[src/rtl/bp_update_sched_pkg.sv]
// Shared types and constants for the branch predictor update scheduler.
package bp_update_sched_pkg;

  localparam int unsigned GSHARE_DEPTH_BITS = 7;
  localparam int unsigned BP_UPD_Q_DEPTH    = 4;

  // Resolved branch/JAL update as committed by the ROB.
  typedef struct packed {
    logic [31:0]                  pc;
    logic [31:0]                  target;
    logic                         taken;
    logic                         is_branch;
    logic                         is_jal;
    logic [GSHARE_DEPTH_BITS-1:0] gshare_idx;
  } bp_update_t;

  typedef enum logic {
    INIT,
    RUN
  } bp_sched_state_t;

endpackage

[src/rtl/bp_update_fifo.sv]
// Small synchronous FIFO with flush; power-of-two depth, pointers wrap naturally.
module bp_update_fifo #(
  parameter int unsigned Width = 8,
  parameter int unsigned Depth = 4
) (
  input  logic             clk,
  input  logic             rst_n,
  input  logic             flush,
  input  logic             push,
  input  logic [Width-1:0] wdata,
  input  logic             pop,
  output logic [Width-1:0] rdata,
  output logic             full,
  output logic             empty
);

  localparam int unsigned PtrW = $clog2(Depth);

  logic [Width-1:0] mem_q [Depth];
  logic [PtrW-1:0]  wr_ptr_q, rd_ptr_q;
  logic [PtrW:0]    cnt_q;
  logic             push_ok, pop_ok;

  assign full    = (cnt_q == (PtrW+1)'(Depth));
  assign empty   = (cnt_q == '0);
  assign push_ok = push && !full;
  assign pop_ok  = pop && !empty;
  assign rdata   = mem_q[rd_ptr_q];

  // Pointer and occupancy tracking; flush discards all entries.
  always_ff @(posedge clk or negedge rst_n) begin
    if (!rst_n) begin
      wr_ptr_q <= '0;
      rd_ptr_q <= '0;
      cnt_q    <= '0;
    end else if (flush) begin
      wr_ptr_q <= '0;
      rd_ptr_q <= '0;
      cnt_q    <= '0;
    end else begin
      if (push_ok) wr_ptr_q <= wr_ptr_q + PtrW'(1);
      if (pop_ok)  rd_ptr_q <= rd_ptr_q + PtrW'(1);
      cnt_q <= cnt_q + (PtrW+1)'(push_ok) - (PtrW+1)'(pop_ok);
    end
  end

  // Storage needs no reset; occupancy guards every read.
  always_ff @(posedge clk) begin
    if (push_ok) mem_q[wr_ptr_q] <= wdata;
  end

endmodule

[src/rtl/bp_update_sched.sv]
// Serialises table-clear sweeps and committed branch updates onto the
// predictor tables' single write port.
module bp_update_sched
  import bp_update_sched_pkg::*;
#(
  parameter int unsigned BTB_DEPTH_BITS = 7,
  parameter int unsigned Q_DEPTH        = BP_UPD_Q_DEPTH
) (
  input  logic                         clk,
  input  logic                         rst_n,
  input  logic                         upd_valid,
  input  bp_update_t                   upd,
  output logic                         upd_ready,
  input  logic                         clear_req,
  input  logic                         tbl_stall,
  output logic                         wr_en,
  output logic                         wr_clear,
  output logic [BTB_DEPTH_BITS-1:0]    wr_btb_idx,
  output logic [GSHARE_DEPTH_BITS-1:0] wr_gs_idx,
  output bp_update_t                   wr_data,
  output logic                         init_done,
  output logic [15:0]                  drop_cnt
);

  localparam int unsigned CntW = (BTB_DEPTH_BITS > GSHARE_DEPTH_BITS) ?
                                 BTB_DEPTH_BITS : GSHARE_DEPTH_BITS;

  bp_sched_state_t             state_q, state_d;
  logic [CntW-1:0]             cnt_q, cnt_d;
  logic [15:0]                 drop_q, drop_d;
  logic                        wr_en_q, wr_en_d;
  logic                        wr_clear_q, wr_clear_d;
  logic [BTB_DEPTH_BITS-1:0]   wr_btb_q, wr_btb_d;
  logic [GSHARE_DEPTH_BITS-1:0] wr_gs_q, wr_gs_d;
  bp_update_t                  wr_data_q, wr_data_d;

  bp_update_t fifo_head;
  logic       fifo_full, fifo_empty;
  logic       fifo_push, fifo_pop, fifo_flush;
  logic       upd_ok, run, clr_run, bypass, drop;

  // Updates that are neither branch nor JAL never touch the tables.
  assign upd_ok     = upd_valid && (upd.is_branch || upd.is_jal);
  assign run        = (state_q == RUN);
  assign clr_run    = run && clear_req;
  assign fifo_pop   = run && !fifo_empty && !tbl_stall;
  // Empty queue in RUN: write the offer straight into the output registers.
  assign bypass     = run && !clear_req && !tbl_stall && fifo_empty && upd_ok;
  assign fifo_push  = upd_ok && !fifo_full && !clr_run && !bypass;
  assign drop       = upd_ok && (fifo_full || clr_run);
  assign fifo_flush = clr_run;

  bp_update_fifo #(
    .Width($bits(bp_update_t)),
    .Depth(Q_DEPTH)
  ) u_fifo (
    .clk  (clk),
    .rst_n(rst_n),
    .flush(fifo_flush),
    .push (fifo_push),
    .wdata(upd),
    .pop  (fifo_pop),
    .rdata(fifo_head),
    .full (fifo_full),
    .empty(fifo_empty)
  );

  // Next-state: sweep sequencing, drain selection and drop counting.
  always_comb begin
    state_d    = state_q;
    cnt_d      = cnt_q;
    drop_d     = drop_q;
    wr_en_d    = 1'b0;
    wr_clear_d = 1'b0;
    wr_btb_d   = wr_btb_q;
    wr_gs_d    = wr_gs_q;
    wr_data_d  = wr_data_q;

    unique case (state_q)
      INIT: begin
        if (clear_req) begin
          cnt_d = '0;
        end else if (!tbl_stall) begin
          wr_en_d    = 1'b1;
          wr_clear_d = 1'b1;
          wr_btb_d   = cnt_q[BTB_DEPTH_BITS-1:0];
          wr_gs_d    = cnt_q[GSHARE_DEPTH_BITS-1:0];
          wr_data_d  = '0;
          if (cnt_q == {CntW{1'b1}}) begin
            state_d = RUN;
            cnt_d   = '0;
          end else begin
            cnt_d = cnt_q + CntW'(1);
          end
        end
      end
      RUN: begin
        if (fifo_pop) begin
          wr_en_d   = 1'b1;
          wr_btb_d  = fifo_head.pc[BTB_DEPTH_BITS+1:2];
          wr_gs_d   = fifo_head.gshare_idx;
          wr_data_d = fifo_head;
        end else if (bypass) begin
          wr_en_d   = 1'b1;
          wr_btb_d  = upd.pc[BTB_DEPTH_BITS+1:2];
          wr_gs_d   = upd.gshare_idx;
          wr_data_d = upd;
        end
        if (clear_req) begin
          state_d = INIT;
          cnt_d   = '0;
        end
      end
      default: state_d = INIT;
    endcase

    if (drop && (drop_q != 16'hFFFF)) drop_d = drop_q + 16'd1;
  end

  // State and registered write-port outputs.
  always_ff @(posedge clk or negedge rst_n) begin
    if (!rst_n) begin
      state_q    <= INIT;
      cnt_q      <= '0;
      drop_q     <= '0;
      wr_en_q    <= 1'b0;
      wr_clear_q <= 1'b0;
      wr_btb_q   <= '0;
      wr_gs_q    <= '0;
      wr_data_q  <= '0;
    end else begin
      state_q    <= state_d;
      cnt_q      <= cnt_d;
      drop_q     <= drop_d;
      wr_en_q    <= wr_en_d;
      wr_clear_q <= wr_clear_d;
      wr_btb_q   <= wr_btb_d;
      wr_gs_q    <= wr_gs_d;
      wr_data_q  <= wr_data_d;
    end
  end

  assign upd_ready  = !fifo_full;
  assign wr_en      = wr_en_q;
  assign wr_clear   = wr_clear_q;
  assign wr_btb_idx = wr_btb_q;
  assign wr_gs_idx  = wr_gs_q;
  assign wr_data    = wr_data_q;
  assign init_done  = run;
  assign drop_cnt   = drop_q;

endmodule

[config.mk]
export PLATFORM = sky130hd
export DESIGN_NAME = bp_update_sched
export DESIGN_NICKNAME = d
export VERILOG_FILES = /design/src/rtl/bp_update_sched_pkg.sv /design/src/rtl/bp_update_fifo.sv /design/src/rtl/bp_update_sched.sv
export SDC_FILE = /design/constraint.sdc
export NUM_CORES = 1
export LEC_CHECK = 0
export CORE_MARGIN = 2
export CORE_UTILIZATION = 40
export CTS_CLUSTER_SIZE = 12
export DETAILED_ROUTE_END_ITERATION = 12
export SLEW_MARGIN = 20
export SYNTH_ARGS = -nofsm -noshare
export SYNTH_HDL_FRONTEND = slang
export SYNTH_SLANG_ARGS = --single-unit
[constraint.sdc]
create_clock -name clk -period 4.1 [get_ports clk]
set_clock_uncertainty 0.2 [all_clocks]
set_input_delay 0.615 -clock clk [delete_from_list [all_inputs] [get_ports clk]]
set_output_delay 0.615 -clock clk [all_outputs]
set_load 0.05 [all_outputs]
==> run_1/gates.png <==
(2 px per um)
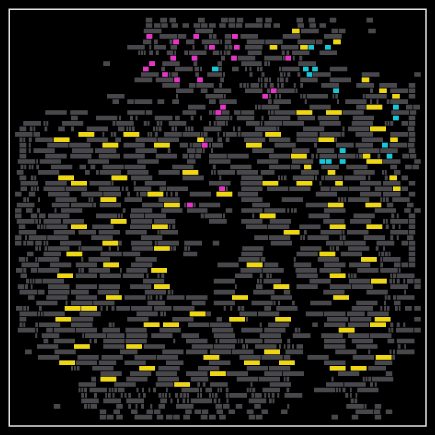
xor and xnor cells -> magenta  # cells 22, where top middle
non-inverting ao/oa cells -> cyan  # cells 15, where top right
mux cells -> yellow  # cells 89

==> run_1/layers.png <==
(2 px per um) Only two layers are drawn.
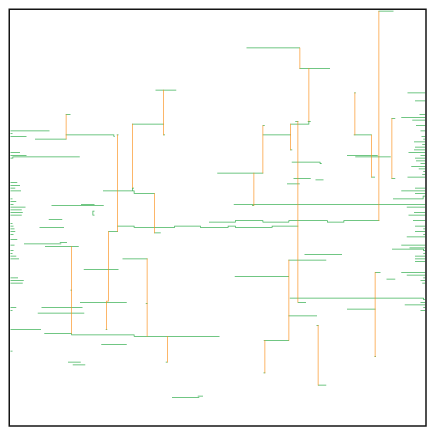
M3 -> green  # wire length 1,520 um
M4 -> orange  # wire length 765 um

==> run_1/m1.png <==
(2 px per um) Supply wires on this layer in grey.
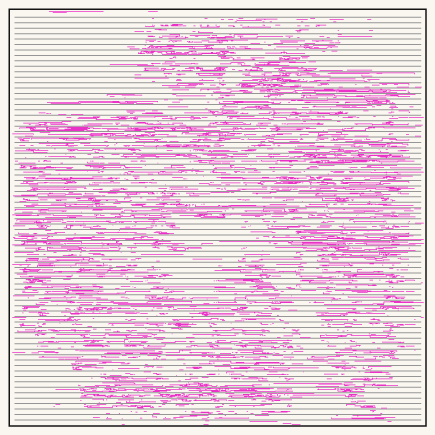
share of all routed wire = 45%
nets with wire on the layer = 1,229
wire length on this layer = 16,200 um
longest straight run = 46.9 um
main direction = horizontal
via count: 9,243
met1 usage: 0.233
Routed Wire Length: 36,300 um

==> reports/results.txt, run 1 <==
capture point of the worst reg-to-reg path -> wr_data[28]
RSZ-0062 raised after global routing -> false
io pins -> 187
status -> complete, no violations
fraction of layout cells with a size suffix above 1 -> 0.149
Final nets -> 1,345
Setup WS pre-CTS -> 786 ps
IO Port Bufs -> 186
MaxCap Viol Count -> 0
Yosys cell types -> 44
Period minus WS final -> 3080 ps
Critical Path AT -> 2260 ps
CTS Hold Bufs -> 1
Synth Cell Area -> 16,600 um2
Peak Freq -> 0.325 GHz
fin crit share -> 0.751
CP cell instances -> clkdlybuf4s50_1
ant diodes -> 0
Rows -> 74
R2R depth -> 5
DIE WIDTH -> 208 um
largest net degree at the start of global routing -> 151
CP Class -> flip-flop to output port
TritonCTS Buffers -> 45
crit start category -> flip-flop
Cells after Synth -> 1,071
Area Overhead vs Synth -> 23.4%
initial antenna violation count -> 0
worst skew pair latency -> 560 ps
core region area -> 40,900 um2
max_slew headroom -> 0.342
Mapped Avg Cell Area -> 15.5 um2
Hold Path Class -> flip-flop to flip-flop
final total power -> 10.3 mW
critical path's top delay family -> buffers and inverters
most numerous logic cell after layout -> edfxtp_1
Root Driver -> clkbuf_16
crit path launch -> init_done
Filler cells -> 3,524
Log Warnings -> 31
CTS tree -> yes
Min-Delay Endpoint -> wr_data[58]
placed cell count -> 1,741
CP peak stage delay -> 910 ps
post_cts resized -> 0
==> run 1: cells by family after synthesis <==
kind of cell / synth area share
DFF: 0.718
and+or+nand+nor: 0.0734
AOI/OAI and AO/OA: 0.0572
muxes: 0.111
buffers and inverters: 0.0219
xor gates and xnor gates: 0.0116
adders and majority gates: 0.00724
==> run 1: synthesized netlist by cell type, types with 2 or more instances <==
cell type | count | area, um2
edfxtp_1 | 296 | 8890
nand2_1 | 164 | 616
dfrtp_1 | 121 | 3030
o21ai_0 | 81 | 405
nor2_1 | 77 | 289
mux4_2 | 74 | 1670
a21oi_1 | 64 | 320
clkbuf_1 | 36 | 135
buf_2 | 19 | 95.1
inv_1 | 15 | 56.3
mux2_2 | 14 | 158
o22a_1 | 14 | 123
xnor2_1 | 11 | 96.3
xor2_1 | 11 | 96.3
ha_1 | 8 | 100
o21ai_1 | 7 | 35.0
and2_1 | 6 | 37.5
buf_4 | 6 | 45.0
nand3_1 | 6 | 30.0
nand4_1 | 6 | 37.5
nor3_2 | 5 | 50.1
nor2_2 | 4 | 25.0
nor3_1 | 4 | 20.0
buf_6 | 2 | 22.5
==> run 1: how the worst max path moves through the flow <==
stage,depth (start not counted),slack [ps],to
after CTS,1,970,init_done
after detailed placement,5,790,wr_data[44]
after global routing,5,920,wr_data[25]
final,1,1020,init_done
after global placement,5,840,wr_data[44]
after floorplan,6,370,u_fifo.mem_q[0][0]
==> run 1: power by group <==
part	total, mW	leakage, nW	internal (mW)	switching (mW)
sequential	5.26	4.33	5.09	0.173
combinational	1.23	2.16	0.505	0.729
clock	3.81	0.664	2.21	1.60
total	10.3	7.15	7.80	2.50
==> run 1: per-layer routing <==
metal	global-route usage	up-vias	routed length, um
met5	0	-	0
met4	0.0531	0	765
met3	0.0290	57	1520
met2	0.281	191	17800
met1	0.233	4649	16200
li1	-	4346	-
==> run 1: state kept, by name (all words and copies together), names as in the netlist <==
signal and count:
wr_gs_idx 7, drop_cnt 16, wr_en 1, init_done 1, wr_btb_idx 7, wr_data 74
cnt_q 7, u_fifo.rd_ptr_q 2, u_fifo.cnt_q 3, wr_clear 1, u_fifo.mem_q 296, u_fifo.wr_ptr_q 2
==> run 1: area by class of cell <==
type / instances / area, um2 / area share
sequential: 417 / 11900 / 0.583
clock inverter: 18 / 145 / 0.00709
inverter: 16 / 62.6 / 0.00306
tap: 532 / 666 / 0.0325
timing repair buffer: 203 / 2120 / 0.103
clock buffer: 63 / 1220 / 0.0598
multi-input combinational: 574 / 4330 / 0.212
==> run 1: stage by stage <==
stage / utilization / instance area [um2] / hold slack, ps
global route: 0.500 / 20500 / 301
floorplan: - / 16600 / 119
detailed placement: 0.467 / 19100 / 270
global placement: 0.467 / 19100 / 261
CTS: 0.500 / 20500 / 282
finish: 0.500 / 20500 / 275
==> run_1/congestion_map.png <==
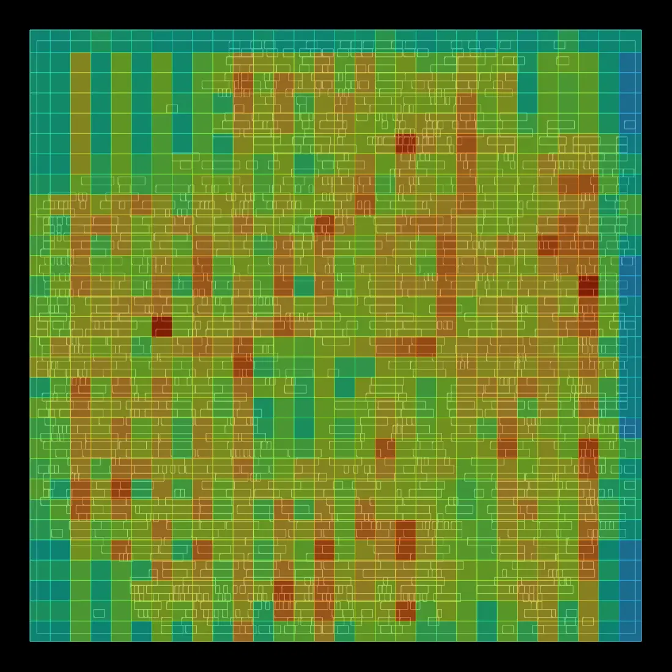

==> run 2: changes to the inputs <==
==> constraint.sdc (replaced) <==
create_clock -name clk -period 2.6 [get_ports clk]
set_clock_uncertainty 0.2 [all_clocks]
set_input_delay 0.39 -clock clk [delete_from_list [all_inputs] [get_ports clk]]
set_output_delay 0.39 -clock clk [all_outputs]
set_load 0.05 [all_outputs]
==> run_2/congestion_map.png <==
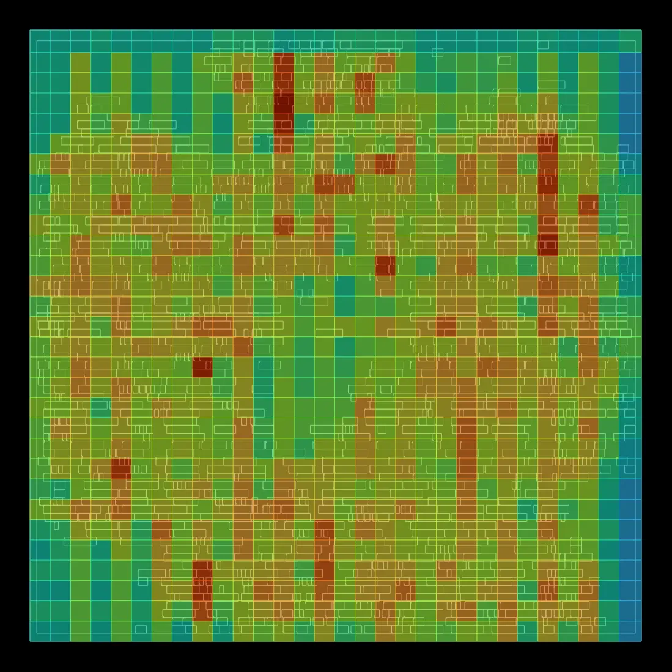
Layout Utilization: 0.514
GRT Resource Usage Total: 0.174
met1 usage: 0.239

==> run 2 against run 1 <==
Net effect:
- clock-buffer cell count is 3 higher
- die area did not move
- global-route usage up 0.36 points
- critical endpoint is now upd_ready
- largest cell class unchanged
==> reports/results.txt, run 2 <==
Log Warnings -> 30 (-3.2%)
most numerous logic cell after layout -> edfxtp_1
largest net degree at the start of global routing -> 77 (-49%)
capture point of the worst reg-to-reg path -> drop_cnt[14]
status -> complete, no violations
MaxCap Viol Count -> 0 (unchanged)
RSZ-0062 raised after global routing -> false
Synth top cells by count -> 296 x edfxtp_1, 164 x nand2_1, 121 x dfrtp_1
Period minus WS final -> 2520 ps
top cells by area -> edfxtp_1 54%, dfrtp_1 18%, mux4_2 10%
crit start category -> flip-flop
worst skew pair latency -> 580 ps (+20 ps)
area leader, netlist -> edfxtp_1
Rows -> 74 (unchanged)
largest reg by FF count -> u_fifo.mem_q
final total power -> 16.8 mW (+63%)
initial antenna violation count -> 1 (+1)
Largest register FFs -> 296 (unchanged)
Synth Cell Area -> 16,600 um2 (unchanged)
Setup crit end -> upd_ready
Top-area cell share -> 0.536 (unchanged)
Cells after Synth -> 1,071 (unchanged)
CP Class -> flip-flop to output port
TritonCTS Buffers -> 46 (+2.2%)
Mapped Avg Cell Area -> 15.5 um2 (unchanged)
CTS tree -> yes
ant diodes -> 0 (unchanged)
R2R depth -> 6 (+1)
DIE WIDTH -> 208 um (unchanged)
Area Overhead vs Synth -> 26.7%
Setup WS pre-CTS -> -28.2 ps (-814 ps)
Critical Path AT -> 1930 ps (-330 ps)
max_slew headroom -> 0.497 (+0.155)
Routed Wire Length -> 37,000 um (+2.1%)
Filler cells -> 3,458 (-1.9%)
fin crit share -> 0.970
IO Port Bufs -> 186 (unchanged)
==> run_2/closeup.png <==
Region (89, 130) to (119, 160) um. Cells in grey, sequential cells in the stronger grey; small squares are vias.
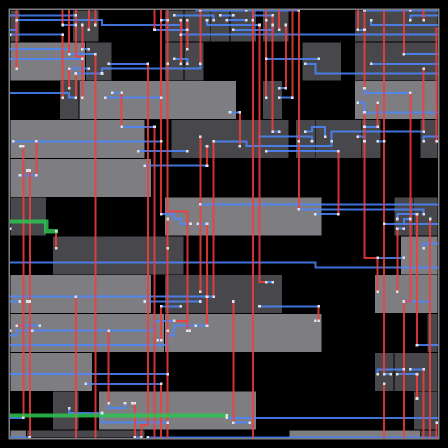
M1 -> blue
M2 -> red
M3 -> green
sequential cells in the window = 11
most frequent = edfxtp_1 (9), nor2_1 (6), nand2_1 (5)
netlist names of flops here include = u_fifo.mem_q (9)
cells with their middle in the window = 37

[run 2: cell type report]
cell class / count / area (um2) / area share
well taps: 532 / 666 / 0.0317
repair buffers: 244 / 2550 / 0.121
flip-flops and latches: 417 / 11900 / 0.567
clock buffers: 66 / 1310 / 0.0622
inverters: 16 / 62.6 / 0.00298
multi-input cells: 574 / 4350 / 0.207
clock inverters: 19 / 164 / 0.00780
[run 2: worst min path at each step]
| stage | start | to | cells past startpoint |
|---|---|---|---|
| after detailed placement | rst_n | init_done | 1 |
| after floorplan | rst_n | cnt_q[0] | 0 |
| after global routing | rst_n | init_done | 2 |
| final | rst_n | init_done | 2 |
| after global placement | rst_n | init_done | 1 |
| after CTS | rst_n | init_done | 2 |
[run 2: layer usage]
layer | GRT usage | wire [um]
met5 | 0 | 12
met4 | 0.0553 | 830
met3 | 0.0407 | 2200
met2 | 0.278 | 17500
met1 | 0.239 | 16500
[run 2: kinds of logic (layout without fill, tap and decap cells)]
family,after synthesis,after routing,share of synthesized area
muxes,89,89,0.111
xor gates and xnor gates,22,22,0.0116
buffers and inverters,80,345,0.0219
AOI/OAI and AO/OA,171,171,0.0572
DFF,417,417,0.718
adders and majority gates,9,9,0.00724
and+or+nand+nor,283,283,0.0734
[run 2: what timing repair did]
action,CTS,global route
hold buffers,1,0
endpoints found under the setup margin,1,0
endpoints found under the hold margin,121,0
resized,1,0
[run 2: critical path: stages (launching register included)]
cell,delay [ps]
dfrtp_1,460
or3b_4,460
dlygate4sd2_1,450
[run 2: report_power, final]
group	switching [mW]	leakage [nW]	internal, mW	total, mW
Clock	2.59	0.724	3.71	6.30
Combinational	1.25	2.40	0.941	2.19
Sequential	0.240	4.33	8.02	8.26
Total	4.08	7.45	12.7	16.8
[run 2: metrics by stage]
step,instance area (um2),hold slack [ps],cells
finish,21000,110,1868
global route,21000,130,1868
CTS,21000,110,1868
detailed placement,19500,119,1782
global placement,19500,113,1782
floorplan,16600,-106,1071
==> run_2/layers.png <==
(2 px per um) Only two layers are drawn.
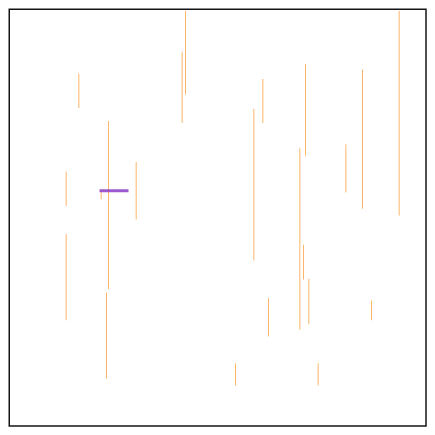

==> run 3: changes to the inputs <==
--- a/config.mk
+++ b/config.mk
@@ -5,10 +5,10 @@
 export SDC_FILE = /design/constraint.sdc
 export NUM_CORES = 1
 export LEC_CHECK = 0
-export CORE_MARGIN = 2
 export CORE_UTILIZATION = 40
 export CTS_CLUSTER_SIZE = 12
 export DETAILED_ROUTE_END_ITERATION = 12
+export GPL_ROUTABILITY_DRIVEN = 0
 export SLEW_MARGIN = 20
 export SYNTH_ARGS = -nofsm -noshare
 export SYNTH_HDL_FRONTEND = slang
==> run_3/layers.png <==
(2 px per um) Only two layers are drawn.
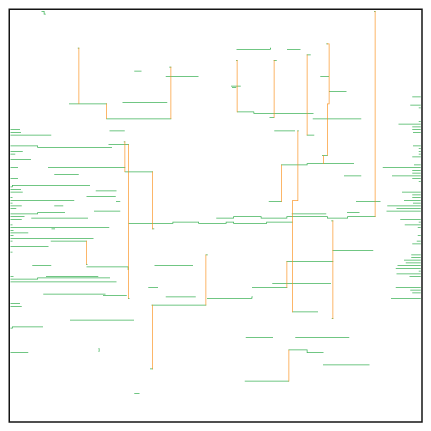
M4 -> orange  # wire length 698 um
M3 -> green  # wire length 1,870 um

==> run 3 against run 2 <==
Net effect:
- sequential power is essentially flat
- wire length grew 2.1%
- non-clock buffer count shrank 7
- largest cell class unchanged
==> reports/results.txt, run 3 <==
Setup crit end -> upd_ready
worst skew pair latency -> 550 ps (-30 ps)
Net Sw Frac -> 0.240 (-0.00359)
Synth Cell Area -> 16,600 um2 (unchanged)
DIE WIDTH -> 206 um (-0.96%)
MaxCap Viol Count -> 0 (unchanged)
number of global-route vias before repair -> 9,751
Clock Power Share -> 0.363 (-0.013)
largest reg by FF count -> u_fifo.mem_q
R2R depth -> 6 (unchanged)
ys flops -> 417
crit path launch -> u_fifo.cnt_q[1]
TritonCTS Buffers -> 44 (-4.3%)
Layout Utilization -> 0.513 (about the same)
CP cell instances -> or3b_4 -> dlygate4sd2_1
worst r2r src -> drop_cnt[0]
CP peak stage delay -> 460 ps (about the same)
max_slew headroom -> 0.486 (-0.0113)
capture point of the worst reg-to-reg path -> drop_cnt[14]
CP required -> 2010 ps
io pins -> 187
Rows -> 74 (unchanged)
final total power -> 16.5 mW (-1.7%)
RSZ-0062 raised after global routing -> false
Max stage delay cell, worst path -> dfrtp_1
ant diodes -> 0 (unchanged)
area leader, netlist -> edfxtp_1
Post-synth EDFFs -> 296
Area Overhead vs Synth -> 26.4%
Setup WS pre-CTS -> -125 ps (-97.1 ps)
Hold Path Class -> primary input to asynchronous set/reset pin
Core Util at FP -> 0.406
crit start category -> flip-flop
largest net degree at the start of global routing -> 97 (+26%)
IO Port Bufs -> 186 (unchanged)
YS chip area -> 16,600 um2
Critical Path AT -> 1930 ps (about the same)
async set or reset register ratio after synthesis -> 0.290
Net Count, Synth -> 1,159
Top-area cell share -> 0.536 (unchanged)
sequential share of power -> 0.503 (+0.010)
Synth top cells by count -> 296 x edfxtp_1, 164 x nand2_1, 121 x dfrtp_1
status -> complete, no violations
Final ANT Viol Nets -> 0
top cells by area -> edfxtp_1 54%, dfrtp_1 18%, mux4_2 10%
CTS tree -> yes
Hold Violations, Final -> 0
NetSw -> 3.95 mW (-3.2%)
Logic pwr share -> 0.135 (+0.004)
initial antenna violation count -> 3 (+2)
Routed Wire Length -> 37,800 um (+2.1%)
Largest register FFs -> 296 (unchanged)
worst-case register-to-register setup slack -> 160 ps
Pins Over Slew Limit -> 0
Period minus WS final -> 2520 ps (+0.156 ps)
GRT Resource Usage Total -> 0.183 (+0.00919)
Leak -> 7.39 nW
Log Warnings -> 30 (unchanged)
final worst setup slack -> 78.3 ps
first-pass GRT wire length -> 58,000 um
WHS -> 173 ps (+62.4 ps)
Top Layout Cells -> 296 x edfxtp_1, 183 x clkdlybuf4s50_1, 164 x nand2_1
Die Ht -> 206 um
placed inst area -> 19,600 um2 (+0.24%)
Clock Path Buffers -> 3
Mapped Avg Cell Area -> 15.5 um2 (unchanged)
worst ir drop on vdd -> 0.000492 V
fin crit share -> 0.970 (about the same)
Final nets -> 1,378
Internal -> 12.5 mW (-1.3%)
CP Class -> flip-flop to output port
global route overflow -> 0
Cells after Synth -> 1,071 (unchanged)
design area -> 21,000 um2 (-0.26%)
cells in synth_stat.txt -> 1,071
==> run_3/gates.png <==
(2 px per um)
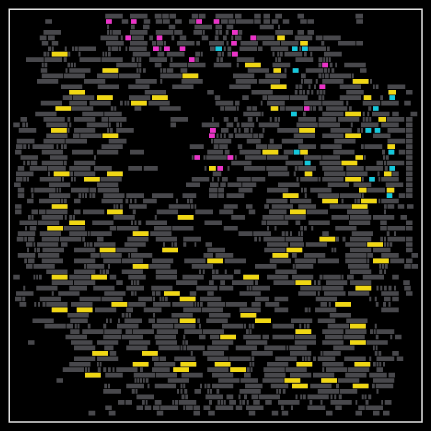
Comb area share: 0.207
most numerous logic cell after layout: edfxtp_1
Post-Layout Cell Count: 1,856

[run 3: repair_timing]
item	in CTS	in global routing
hold endpoints to repair	47	0
setup endpoints to repair	1	0
hold buffers	1	0
gates resized	1	0
[run 3: layout make-up]
class | instances | area (um2)
Timing Repair Buffer | 237 | 2590
Clock inverter | 8 | 62.6
Sequential cell | 417 | 11900
Fill cell | 3461 | 19900
Inverter | 16 | 62.6
Multi-Input combinational cell | 574 | 4350
Clock buffer | 72 | 1310
Tap cell | 532 | 666
[run 3: power by group through the flow]
| stage | combinational, mW | sequential, mW | clock (mW) |
|---|---|---|---|
| finish | 2.21 | 8.28 | 5.97 |
| floorplan | 1.05 | 8.53 | 0 |
| global placement | 2.26 | 8.38 | 0 |
| detailed placement | 2.27 | 8.42 | 0 |
| global route | 2.40 | 8.34 | 6.40 |
| CTS | 2.28 | 8.29 | 6.17 |
[run 3: metrics by stage]
step,instances,TNS (ps)
after floorplan,1071,-59580
after global placement,1775,-167
after global routing,1856,0
after detailed placement,1775,-1230
final,1856,0
after CTS,1856,0
[run 3: critical path: cells and delay by family (launching register included)]
kind | cells | cell delay, ps
buf+inv | 1 | 450
flops | 1 | 460
simple gates | 1 | 460
[run 3: cells by family after synthesis]
logic type / synth area share
flops: 0.718
simple gates: 0.0734
compound gates: 0.0572
mux: 0.111
buf+inv: 0.0219
xor+xnor: 0.0116
fa+ha+maj: 0.00724
[run 3: how the worst min path moves through the flow]
| stage | startpoint | end | slack (ps) | depth (start not counted) |
|---|---|---|---|---|
| 2_1_floorplan | rst_n | cnt_q[0] | -110 | 0 |
| 3_3_place_gp | rst_n | wr_clear | 200 | 1 |
| 3_5_place_dp | rst_n | cnt_q[3] | 200 | 1 |
| 4_1_cts | rst_n | cnt_q[3] | 170 | 2 |
| 5_1_grt | rst_n | wr_btb_idx[0] | 220 | 2 |
| 6_report | rst_n | cnt_q[3] | 170 | 2 |
[run 3: layer usage]
metal  track usage  vias up  share of wire
met3        0.0345       47          0.050
met4        0.0563        0          0.018
met1         0.248     4823           0.44
met2         0.300      216           0.49
met5             0        -              0
li1              -     4440              -
Power is estimated from default activity; no workload was simulated.
